--- config.mk ---
export PLATFORM = sky130hd
export DESIGN_NAME = mem_test_ctrl
export DESIGN_NICKNAME = d
export VERILOG_FILES = /design/src/rtl/mem_test_ctrl.sv
export SDC_FILE = /design/constraint.sdc
export NUM_CORES = 1
export LEC_CHECK = 0
export ABC_AREA = 1
export CAP_MARGIN = 20
export CORE_ASPECT_RATIO = 1.1
export CORE_MARGIN = 4
export CORE_UTILIZATION = 48
export CTS_BUF_LIST = sky130_fd_sc_hd__clkbuf_4 sky130_fd_sc_hd__clkbuf_8 sky130_fd_sc_hd__clkbuf_16
export DETAILED_ROUTE_END_ITERATION = 10
export GPL_TIMING_DRIVEN = 0
export PLACE_DENSITY = 0.79
export SYNTH_ARGS = -nofsm -noshare
export SYNTH_HDL_FRONTEND = slang
export SYNTH_SLANG_ARGS = --single-unit
--- constraint.sdc ---
create_clock -name clk -period 1.8 [get_ports clk]
set_clock_uncertainty 0.05 [all_clocks]
set_input_delay 0.36 -clock clk [delete_from_list [all_inputs] [get_ports clk]]
set_output_delay 0.36 -clock clk [all_outputs]
set_load 0.01 [all_outputs]
--- src/rtl/mem_test_ctrl.sv ---
// Memory self-test sequencer: four-phase write/read-back pattern test with a
// one-cycle compare pipeline feeding the downstream comparator.
module mem_test_ctrl #(
  parameter int DATA_WIDTH    = 8,
  parameter int ADDR_WIDTH    = 4,
  parameter int ERR_CNT_WIDTH = 8
) (
  input  logic                     clk,
  input  logic                     rst,
  input  logic                     start,
  output logic                     mem_we,
  output logic                     mem_re,
  output logic [ADDR_WIDTH-1:0]    mem_addr,
  output logic [DATA_WIDTH-1:0]    mem_wdata,
  output logic [DATA_WIDTH-1:0]    data_gen,
  input  logic                     is_equal,
  output logic                     busy,
  output logic                     done,
  output logic                     pass,
  output logic [ERR_CNT_WIDTH-1:0] err_count,
  output logic [ADDR_WIDTH-1:0]    first_err_addr,
  output logic                     first_err_valid
);

  typedef enum logic [2:0] {
    S_IDLE, S_WR0, S_RD0, S_WR1, S_RD1, S_CHK, S_DONE
  } state_t;

  localparam logic [DATA_WIDTH-1:0] PAT_BASE = {(DATA_WIDTH/2){2'b10}};

  function automatic logic [DATA_WIDTH-1:0] pattern(input logic [ADDR_WIDTH-1:0] a,
                                                    input logic inv);
    logic [DATA_WIDTH-1:0] p;
    p = PAT_BASE ^ DATA_WIDTH'(a);
    return inv ? ~p : p;
  endfunction

  function automatic logic [ERR_CNT_WIDTH-1:0] sat_inc(input logic [ERR_CNT_WIDTH-1:0] c);
    return (&c) ? c : c + ERR_CNT_WIDTH'(1);
  endfunction

  state_t                  state, state_nxt;
  logic [ADDR_WIDTH-1:0]   addr;
  logic                    addr_last;
  logic                    start_ok;
  logic [DATA_WIDTH-1:0]   rd_exp_p0;
  logic                    vld_p1;
  logic [ADDR_WIDTH-1:0]   cmp_addr_p1;
  logic [DATA_WIDTH-1:0]   exp_p1;
  logic                    mismatch;

  assign addr_last = &addr;
  assign start_ok  = start && ((state == S_IDLE) || (state == S_DONE));
  assign mem_addr  = addr;
  assign data_gen  = exp_p1;
  assign mismatch  = vld_p1 && !is_equal;
  assign pass      = done && (err_count == '0);

  always_ff @(posedge clk) begin
    if (rst) state <= S_IDLE;
    else     state <= state_nxt;
  end

  always_comb begin
    state_nxt = state;
    case (state)
      S_IDLE, S_DONE: if (start) state_nxt = S_WR0;
      S_WR0:          if (addr_last) state_nxt = S_RD0;
      S_RD0:          if (addr_last) state_nxt = S_WR1;
      S_WR1:          if (addr_last) state_nxt = S_RD1;
      S_RD1:          if (addr_last) state_nxt = S_CHK;
      S_CHK:          state_nxt = S_DONE;
      default:        state_nxt = S_IDLE;
    endcase
  end

  always_comb begin
    mem_we    = 1'b0;
    mem_re    = 1'b0;
    mem_wdata = '0;
    rd_exp_p0 = '0;
    busy      = 1'b0;
    done      = 1'b0;
    case (state)
      S_WR0: begin mem_we = 1'b1; mem_wdata = pattern(addr, 1'b0); busy = 1'b1; end
      S_RD0: begin mem_re = 1'b1; rd_exp_p0 = pattern(addr, 1'b0); busy = 1'b1; end
      S_WR1: begin mem_we = 1'b1; mem_wdata = pattern(addr, 1'b1); busy = 1'b1; end
      S_RD1: begin mem_re = 1'b1; rd_exp_p0 = pattern(addr, 1'b1); busy = 1'b1; end
      S_CHK:  busy = 1'b1;
      S_DONE: done = 1'b1;
      default: ;
    endcase
  end

  // Address sweep: wraps to 0 naturally as each phase ends at D-1
  always_ff @(posedge clk) begin
    if (rst || start_ok)
      addr <= '0;
    else if ((state == S_WR0) || (state == S_RD0) || (state == S_WR1) || (state == S_RD1))
      addr <= addr + ADDR_WIDTH'(1);
  end

  // p0 -> p1: read cycle registers its expected word alongside the memory latency
  always_ff @(posedge clk) begin
    if (rst) begin
      vld_p1 <= 1'b0;
      exp_p1 <= '0;
    end else begin
      vld_p1 <= mem_re;
      if (mem_re) exp_p1 <= rd_exp_p0;
    end
    if (mem_re) cmp_addr_p1 <= addr;
  end

  // p1: comparator verdict accumulates on the edge that ends the compare cycle
  always_ff @(posedge clk) begin
    if (rst || start_ok) begin
      err_count       <= '0;
      first_err_addr  <= '0;
      first_err_valid <= 1'b0;
    end else if (mismatch) begin
      err_count <= sat_inc(err_count);
      if (!first_err_valid) begin
        first_err_addr  <= cmp_addr_p1;
        first_err_valid <= 1'b1;
      end
    end
  end

endmodule

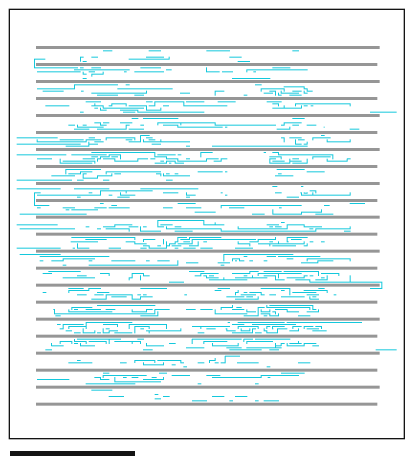
met1.png
The bar under the picture is 20 µm long. Supply wires on this layer in grey.
nets with wire on the layer = 250
longest straight run = 16.1 µm
main direction = horizontal
share of all routed wire = 42%
total wire length: 3770 µm
grt met1 use: 20.6%
via count: 1569

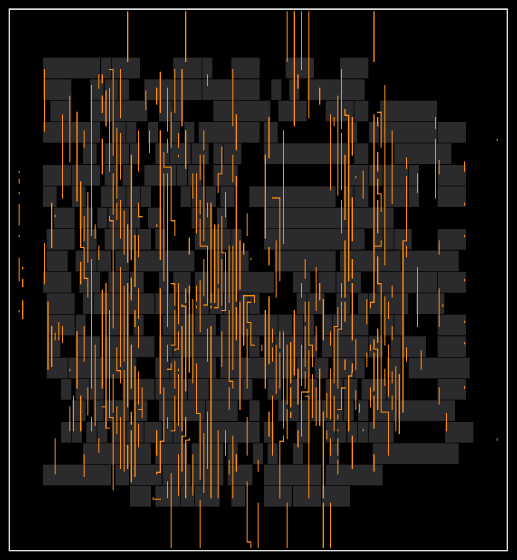
met2.png
wire length on this layer = 1840 µm
longest straight run = 23.8 µm
GR Util met2: 32.9%

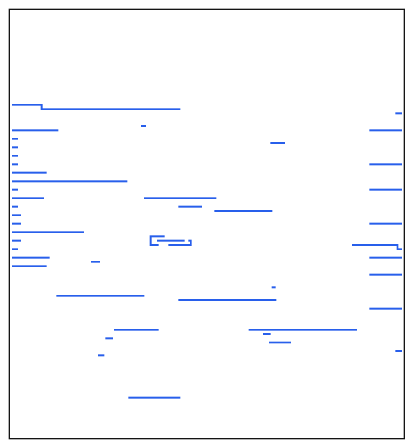
met3.png
share of all routed wire = 6.5%
longest straight run = 22.1 µm
wire length on this layer = 245 µm
nets with wire on the layer = 39
main direction = horizontal
met3 Usage GRT: 5.02%

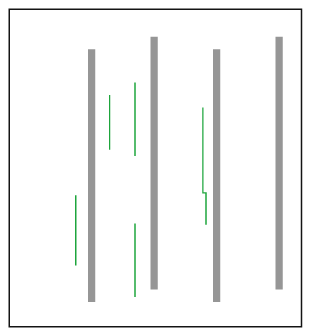
met4.png
Supply wires on this layer in grey.
main direction = vertical
nets with wire on the layer = 3
longest straight run = 18.4 µm
wire length on this layer = 83.7 µm
share of all routed wire = 2.2%

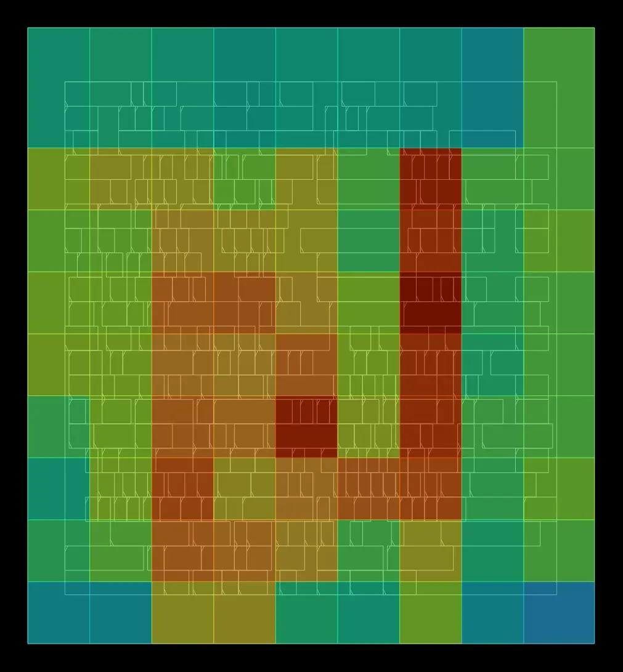
final_congestion.png
Top Usage Layer GRT: met2
GRT Total Usage: 18.8%

flip-flops by register name, indices dropped and copies added, names as in the netlist:
register	flops
state	3
err_count	8
data_gen	6
first_err_addr	4
first_err_valid	1
cmp_addr_p1	4
vld_p1	1
mem_addr	4
stage by stage:
stage | hold slack, ps | util, % | cells | setup TNS [ps]
2_1_floorplan | 430 | - | 211 | 0
3_3_place_gp | 401 | 65.4 | 285 | -1900
6_report | 209 | 71.0 | 302 | -4.14
3_5_place_dp | 405 | 65.4 | 285 | -2040
4_1_cts | 226 | 70.0 | 299 | -70.2
5_1_grt | 208 | 71.0 | 302 | -282
what timing repair did:
action | CTS | global route
hold buffers | 0 | 0
pin swaps | 2 | 4
gates resized | 62 | 17
endpoints found under the setup margin | 15 | 19
setup buffers | 6 | 3
==> results_dict.tcl <==
# flow metrics
set metrics [dict create \
    hold_end "state[0]" \
    grt_pass1_wl_um 6320 \
    ys_cells 211 \
    firstDrtPassIters 5 \
    gr-total-overflow 0 \
    synth-edff-count 4 \
    top_logic_kind "simple AND/OR/NAND/NOR gates" \
    clockBufferDepth 2 \
    lay_top_count "nand2_1" \
    pg_clk_uw 538 \
    drv_slew 0 \
    cp_num_buf_inv 3 \
    insertedDiodeCount 0 \
    status "finished, violations left" \
    worst_slack_ps -4.14 \
    top_cells_by_count "nand2_1, dfxtp_1, nor2_1" \
    r2r_cells 8 \
    cts_made_buffers 5 \
    async_flop_share_pct 0 \
    setup_viol_count_final 1 \
    violations "setup timing" \
    maxCapViolations 0 \
    largest_area_cell "dfxtp_1" \
    ant_nets 0 \
    die_y_um 68.6 \
    yosys_area_um2 1600 \
    seq_cell_power_uw 1020 \
    drive_gt1_share_pct 29.1 \
    logic_area_um2 842 \
    wl_met1_um 1600 \
    peakVddDrop_mv 1.01 \
    xor_area_share_pct 1.64 \
    power_leader "combinational logic" \
    p_leak_uw 0.000904 \
    powerComb_uw 1700 \
    power.switching_uw 1370 \
]
